`src/rtl/axil_axis_pkg.sv`:
```
// axil_axis_pkg: register map, response codes and FSM states shared by the AXI-Lite/AXIS bridge.
package axil_axis_pkg;
  localparam int unsigned REG_DATA = 'h0;
  localparam int unsigned REG_STATUS = 'h4;
  localparam int unsigned REG_CTRL = 'h8;
  localparam int unsigned REG_IRQ_EN = 'hC;
  typedef enum logic [1:0] {OKAY = 2'd0, SLVERR = 2'd2, DECERR = 2'd3} resp_t;
  typedef enum logic {W_IDLE, W_RESP} wstate_t;
  typedef enum logic {R_IDLE, R_RESP} rstate_t;
endpackage

```
`src/rtl/axil_axis_fifo.sv`:
```
// axil_axis_fifo: synchronous FIFO with flush; full/empty come from pre-cycle state.
module axil_axis_fifo #(
  parameter int WIDTH = 32,
  parameter int DEPTH = 8
) (
  input logic clk,
  input logic rst,
  input logic push,
  input logic pop,
  input logic flush,
  input logic [WIDTH-1:0] din,
  output logic [WIDTH-1:0] dout,
  output logic full,
  output logic empty,
  output logic [$clog2(DEPTH):0] count
);
  localparam int AW = $clog2(DEPTH);
  localparam int CW = AW + 1;
  logic [WIDTH-1:0] mem [DEPTH];
  logic [AW-1:0] wp, rp;
  logic do_push, do_pop;
  assign full = count == CW'(DEPTH);
  assign empty = count == '0;
  assign do_push = push & !full & !flush;
  assign do_pop = pop & !empty & !flush;
  assign dout = mem[rp];
  always_ff @(posedge clk or posedge rst)
    if (rst) begin
      wp <= '0;
      rp <= '0;
      count <= '0;
    end else if (flush) begin
      wp <= '0;
      rp <= '0;
      count <= '0;
    end else begin
      if (do_push) wp <= wp + 1'b1;
      if (do_pop) rp <= rp + 1'b1;
      count <= count + CW'(do_push) - CW'(do_pop);
    end
  always_ff @(posedge clk)
    if (do_push) mem[wp] <= din;
endmodule

```
`src/rtl/axil_axis_bridge.sv`:
```
// axil_axis_bridge: AXI4-Lite slave feeding a TX stream FIFO and draining an RX stream FIFO.
// Define AXIL_AXIS_IRQ_EN to add the irq output and the IRQ_EN register at 0xC.
module axil_axis_bridge
  import axil_axis_pkg::*;
#(
  parameter int DATA_W = 32,
  parameter int ADDR_W = 4,
  parameter int TX_DEPTH = 8,
  parameter int RX_DEPTH = 8
) (
  input logic aclk,
  input logic areset,
  input logic [ADDR_W-1:0] s_axi_awaddr,
  input logic s_axi_awvalid,
  output logic s_axi_awready,
  input logic [DATA_W-1:0] s_axi_wdata,
  input logic [DATA_W/8-1:0] s_axi_wstrb,
  input logic s_axi_wvalid,
  output logic s_axi_wready,
  output logic [1:0] s_axi_bresp,
  output logic s_axi_bvalid,
  input logic s_axi_bready,
  input logic [ADDR_W-1:0] s_axi_araddr,
  input logic s_axi_arvalid,
  output logic s_axi_arready,
  output logic [DATA_W-1:0] s_axi_rdata,
  output logic [1:0] s_axi_rresp,
  output logic s_axi_rvalid,
  input logic s_axi_rready,
  output logic [DATA_W-1:0] m_axis_tdata,
  output logic m_axis_tvalid,
  input logic m_axis_tready,
  input logic [DATA_W-1:0] s_axis_tdata,
  input logic s_axis_tvalid,
  output logic s_axis_tready
`ifdef AXIL_AXIS_IRQ_EN
  ,
  output logic irq
`endif
);
  localparam int TCW = $clog2(TX_DEPTH) + 1;
  localparam int RCW = $clog2(RX_DEPTH) + 1;
  localparam int IW = ADDR_W - 2;
  localparam logic [IW-1:0] I_DATA = IW'(REG_DATA >> 2);
  localparam logic [IW-1:0] I_STATUS = IW'(REG_STATUS >> 2);
  localparam logic [IW-1:0] I_CTRL = IW'(REG_CTRL >> 2);
  wstate_t wstate;
  rstate_t rstate;
  resp_t wr_resp, rd_resp;
  logic live;
  logic [IW-1:0] widx, ridx;
  logic wr_fire, rd_fire;
  logic w_data, w_status, w_ctrl, w_irq, r_data, r_status, r_ctrl, r_irq;
  logic tx_push, tx_pop, tx_flush, tx_full, tx_empty;
  logic rx_push, rx_pop, rx_flush, rx_full, rx_empty;
  logic [TCW-1:0] tx_count;
  logic [RCW-1:0] rx_count;
  logic [DATA_W-1:0] rx_dout, status, rd_data, irq_en_v;
  logic unused_ok;
  assign unused_ok = ^{s_axi_wstrb, s_axi_awaddr[1:0], s_axi_araddr[1:0]};
  // Handshake readies stay low until the first clock after reset release.
  always_ff @(posedge aclk or posedge areset)
    if (areset) live <= 1'b0;
    else live <= 1'b1;
  assign widx = s_axi_awaddr[ADDR_W-1:2];
  assign ridx = s_axi_araddr[ADDR_W-1:2];
  assign w_data = widx == I_DATA;
  assign w_status = widx == I_STATUS;
  assign w_ctrl = widx == I_CTRL;
  assign r_data = ridx == I_DATA;
  assign r_status = ridx == I_STATUS;
  assign r_ctrl = ridx == I_CTRL;
  assign wr_fire = live && wstate == W_IDLE && s_axi_awvalid && s_axi_wvalid;
  assign s_axi_awready = wr_fire;
  assign s_axi_wready = wr_fire;
  assign s_axi_arready = live && rstate == R_IDLE;
  assign rd_fire = s_axi_arready & s_axi_arvalid;
  assign status = DATA_W'({16'(TX_DEPTH) - 16'(tx_count), 16'(rx_count)});
  always_comb begin
    wr_resp = w_data ? (tx_full ? SLVERR : OKAY) : (w_status | w_ctrl | w_irq) ? OKAY : DECERR;
    rd_resp = r_data ? (rx_empty ? SLVERR : OKAY) : (r_status | r_ctrl | r_irq) ? OKAY : DECERR;
    rd_data = (r_data & !rx_empty) ? rx_dout : r_status ? status : r_irq ? irq_en_v : '0;
  end
  assign tx_push = wr_fire & w_data & !tx_full;
  assign tx_flush = wr_fire & w_ctrl & s_axi_wdata[0];
  assign rx_flush = wr_fire & w_ctrl & s_axi_wdata[1];
  assign m_axis_tvalid = !tx_empty & !tx_flush;
  assign tx_pop = m_axis_tvalid & m_axis_tready;
  assign s_axis_tready = live & !rx_full;
  assign rx_push = s_axis_tvalid & s_axis_tready;
  assign rx_pop = rd_fire & r_data;
  always_ff @(posedge aclk or posedge areset)
    if (areset) begin
      wstate <= W_IDLE;
      s_axi_bvalid <= 1'b0;
      s_axi_bresp <= OKAY;
    end else if (wstate == W_IDLE) begin
      if (wr_fire) begin
        wstate <= W_RESP;
        s_axi_bvalid <= 1'b1;
        s_axi_bresp <= wr_resp;
      end
    end else if (s_axi_bready) begin
      wstate <= W_IDLE;
      s_axi_bvalid <= 1'b0;
    end
  always_ff @(posedge aclk or posedge areset)
    if (areset) begin
      rstate <= R_IDLE;
      s_axi_rvalid <= 1'b0;
      s_axi_rresp <= OKAY;
      s_axi_rdata <= '0;
    end else if (rstate == R_IDLE) begin
      if (rd_fire) begin
        rstate <= R_RESP;
        s_axi_rvalid <= 1'b1;
        s_axi_rresp <= rd_resp;
        s_axi_rdata <= rd_data;
      end
    end else if (s_axi_rready) begin
      rstate <= R_IDLE;
      s_axi_rvalid <= 1'b0;
    end
`ifdef AXIL_AXIS_IRQ_EN
  localparam logic [IW-1:0] I_IRQ = IW'(REG_IRQ_EN >> 2);
  logic [1:0] irq_en;
  assign w_irq = widx == I_IRQ;
  assign r_irq = ridx == I_IRQ;
  assign irq_en_v = DATA_W'(irq_en);
  always_ff @(posedge aclk or posedge areset)
    if (areset) begin
      irq_en <= 2'b00;
      irq <= 1'b0;
    end else begin
      if (wr_fire & w_irq) irq_en <= s_axi_wdata[1:0];
      irq <= (irq_en[0] & !rx_empty) | (irq_en[1] & tx_empty);
    end
`else
  assign w_irq = 1'b0;
  assign r_irq = 1'b0;
  assign irq_en_v = '0;
`endif
  axil_axis_fifo #(.WIDTH(DATA_W), .DEPTH(TX_DEPTH)) u_tx (
    .clk(aclk),
    .rst(areset),
    .push(tx_push),
    .pop(tx_pop),
    .flush(tx_flush),
    .din(s_axi_wdata),
    .dout(m_axis_tdata),
    .full(tx_full),
    .empty(tx_empty),
    .count(tx_count)
  );
  axil_axis_fifo #(.WIDTH(DATA_W), .DEPTH(RX_DEPTH)) u_rx (
    .clk(aclk),
    .rst(areset),
    .push(rx_push),
    .pop(rx_pop),
    .flush(rx_flush),
    .din(s_axis_tdata),
    .dout(rx_dout),
    .full(rx_full),
    .empty(rx_empty),
    .count(rx_count)
  );
endmodule

```
`config.mk`:
```
export PLATFORM = sky130hd
export DESIGN_NAME = axil_axis_bridge
export DESIGN_NICKNAME = d
export VERILOG_FILES = /design/src/rtl/axil_axis_pkg.sv /design/src/rtl/axil_axis_fifo.sv /design/src/rtl/axil_axis_bridge.sv
export SDC_FILE = /design/constraint.sdc
export NUM_CORES = 1
export LEC_CHECK = 0
export CORE_UTILIZATION = 40
export DETAILED_ROUTE_END_ITERATION = 10
export PLACE_DENSITY = 0.71
export SLEW_MARGIN = 40
export SYNTH_ARGS = -nofsm -noshare
export SYNTH_HDL_FRONTEND = slang
export SYNTH_HIERARCHICAL = 1
export SYNTH_SLANG_ARGS = --single-unit
```
`constraint.sdc`:
```
create_clock -name aclk -period 4.5 [get_ports aclk]
set_input_delay 0.675 -clock aclk [delete_from_list [all_inputs] [get_ports aclk]]
set_output_delay 0.675 -clock aclk [all_outputs]
set_load 0.03 [all_outputs]
```
Figure 1. Cell outlines without signal wires.
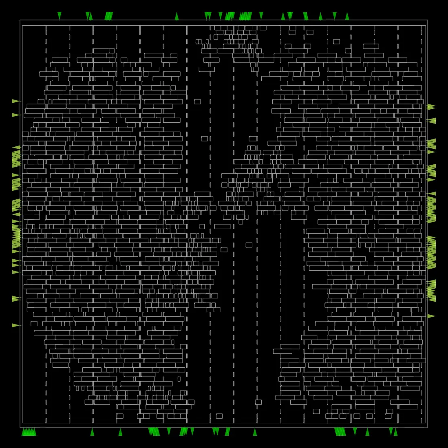
fraction of area in registers: 62.4%
number of well-tap cells placed: 748
placeable core region: 55,500 um^2
floorplan row count: 86
core utilization of the finished layout: 48.8%

==> Changelog: implementation <==
### Physical design

* Synth Flop Type: sky130_fd_sc_hd__edfxtp_1
* Chip area in the Yosys report at 22,600 um^2
* Number of sinks driven by the clock tree at 573
* Initial core utilization at 40.8%
* R2r startpoint: u_rx/count[2]
* CTS root buf: sky130_fd_sc_hd__clkbuf_16
* Die Wd at 240 um
* Largest net degree at the start of global routing at 65
* Total grt overflow at 0
* PwrDens at 583 nW/um^2
* Post-synthesis average cell area at 21.2 um^2
* Late-Pin Clk Latency at 0.60 ns
* CP Launch Type: register
* Number of flops mapped to enable cells by yosys at 512
* Start point of the worst hold path: wstate
* CTS tree: built
* Number of routed nets with antenna violations at 0
* Number of hold violations in the final report at 0
* Setup slack after placement at 0.754 ns
* # placed instances at 1,949
* Port Buffers at 151
* Yosys Instances at 1,068
* Async SR Flop Fraction at 10.6%
* Via total after detailed routing at 10,700
* Number of H-tree levels at 2
* Setup slack of the critical path after layout at 0.613 ns
* Number of synthesis warnings at 6
* Number of buffers inserted by hold repair at cts at 0
* Fraction of post-synthesis cell area in the top cell type by area at 67.9%
* Leakage power total at 8.86 nW
* CP Capture Type: output port
* End of the worst register-to-register path: u_rx/mem[6][14]
* Total half-perimeter wirelength after legalization and detailed placement at 26.2 mm
* Post-Synthesis Cell Area at 22,600 um^2
* Rel. slew slack at 50.3%
* Upper clock frequency limit at 0.257 GHz
* Detailed-route vias per instance at 5.21
* Net count of the mapped netlist at 1,172
* Tot GR Track Use at 16.0%
* Top cells excl fill/tap: 512 x sky130_fd_sc_hd__edfxtp_1, 151 x sky130_fd_sc_hd__clkdlybuf4s50_1, 97 x sky130_fd_sc_hd__mux4_2
* IR Drop Worst-Case VDD at 363 uV
* Period Utilization, post-route at 86.4%
* Top fanout value on the critical path at 22
* Layout net count at 1,364
* RSZ-0062 raised after global routing: false
* Gate count of the mapped netlist at 1,068
* Depth of the worst register-to-register path at 10
* Endpoint arrival time on the critical path at 3.21 ns
* Routability-driven placement congestion ratio at 0.714
* Setup slack on the worst flop-to-flop path at 1.22 ns
* Class of the most critical setup path: register to output port
* Hold_ws at 0.469 ns
* Distinct lib cells at 51
* Number of maximum-capacitance violations at 0
* Result of the run: finished, final reports clean
* Commonest Layout Cell: sky130_fd_sc_hd__edfxtp_1
* CP bufs+invs at 2
* Min-Delay Endpoint: s_axi_bvalid
* Biggest cell delay along the critical path at 0.70 ns
* Maximum number of buffers from clock root to sink at 3
* Total routed wirelength at 45.1 mm
* Top Ports at 160
* Crit path cell chain: buf_4 > mux4_2 > mux2_2 > clkdlybuf4s50_1
* Drt first pass iters at 7
* Biggest area consumer among synthesized cells: sky130_fd_sc_hd__edfxtp_1
* Count of warning messages emitted by the tools at 36
* Hold Crit Class: register to register
* Via count of the first global-routing pass at 11,400
* Number of post-CTS setup repair buffers at 0
Figure 2. Placement by cell class.
Scale bar: 50 um.
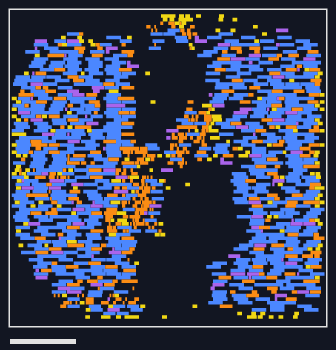
Key: other buffers and delay cells = yellow [cells 183, share of their area 7.3%]; clock drivers and dummy loads = purple [cells 106, share of their area 7.2%]; flops = blue [cells 573, share of their area 65%]; all other logic = orange [cells 445, share of their area 21%]

## sequential cells by signal, indices dropped and copies added, names as in the netlist
name,cells
u_tx/wp,3
u_tx/rp,3
s_axi_rresp,2
s_axi_rvalid,1
s_axi_rdata,32
u_rx/count,4
u_rx/wp,3
s_axi_bresp,2
rstate,1
u_rx/rp,3
u_tx/count,4
u_rx/mem,256
live,1
s_axi_bvalid,1
u_tx/mem,256
wstate,1
## cells by family after synthesis
kind of cell / count (synthesis) / synth area share, %
adder cells (fa/ha/maj): 19 / 1.12
other: 1 / 0.0166
multiplexers: 196 / 16.6
buffers and inverters: 72 / 2.12
AND-OR/OR-AND: 64 / 2.14
XOR/XNOR: 2 / 0.0774
AND/OR/NAND/NOR: 141 / 3.23
flip-flops: 573 / 74.7
## where the power goes
part | switching [mW] | internal [mW]
clock | 1.98 | 2.76
sequential | 0.356 | 6.17
combinational | 2.24 | 2.29
## cell usage after synthesis (4+ instances only)
cell and instances:
sky130_fd_sc_hd__or3_1 6, sky130_fd_sc_hd__mux4_2 97, sky130_fd_sc_hd__nand3_1 4, sky130_fd_sc_hd__buf_1 4
sky130_fd_sc_hd__nor2b_1 14, sky130_fd_sc_hd__buf_6 11, sky130_fd_sc_hd__inv_1 21, sky130_fd_sc_hd__buf_4 6
sky130_fd_sc_hd__mux4_1 31, sky130_fd_sc_hd__a22o_1 12, sky130_fd_sc_hd__nor2_1 50, sky130_fd_sc_hd__a31oi_2 10
sky130_fd_sc_hd__clkbuf_1 14, sky130_fd_sc_hd__dfrtp_1 61, sky130_fd_sc_hd__buf_2 9, sky130_fd_sc_hd__mux2_2 64
sky130_fd_sc_hd__nand2_1 29, sky130_fd_sc_hd__buf_12 5, sky130_fd_sc_hd__a221oi_1 6, sky130_fd_sc_hd__a21oi_1 15
sky130_fd_sc_hd__ha_1 17, sky130_fd_sc_hd__nor3_1 5, sky130_fd_sc_hd__nand2b_1 11, sky130_fd_sc_hd__edfxtp_1 512
sky130_fd_sc_hd__o21ai_0 13
## how the worst max path moves through the flow
| stage | cells after the start | from | endpoint |
|---|---|---|---|
| floorplan | 8 | u_rx/count[2] | u_rx/mem[1][0] |
| global placement | 7 | s_axi_awvalid | u_rx/mem[6][8] |
| detailed placement | 11 | s_axi_wvalid | u_rx/count[2] |
| CTS | 4 | u_tx/rp[0] | m_axis_tdata[22] |
| global route | 4 | u_tx/rp[0] | m_axis_tdata[22] |
| finish | 4 | u_tx/rp[0] | m_axis_tdata[22] |
## per-stage QoR
step | cell area (um^2) | util, %
after floorplan | 22600 | -
after CTS | 27100 | 48.8
after global routing | 27100 | 48.8
after global placement | 25200 | 45.3
final | 27100 | 48.8
after detailed placement | 25200 | 45.4
## routing by layer
metal	wire length [um]	vias to the layer above	global-route usage, %
li1	-	4765	-
met1	18600	5609	20.2
met2	22900	267	27.6
met3	2840	67	3.95
met4	754	6	4.09
met5	36	-	0
## area by class of cell
type	instances	area, um^2
Inverter	22	85.1
Fill cell	4520	28400
Timing Repair Buffer	183	1910
Sequential cell	573	16900
Clock inverter	36	365
Multi-Input combinational cell	423	5350
Clock buffer	70	1530
Tap cell	748	936
Power and IR drop assume default switching activity.
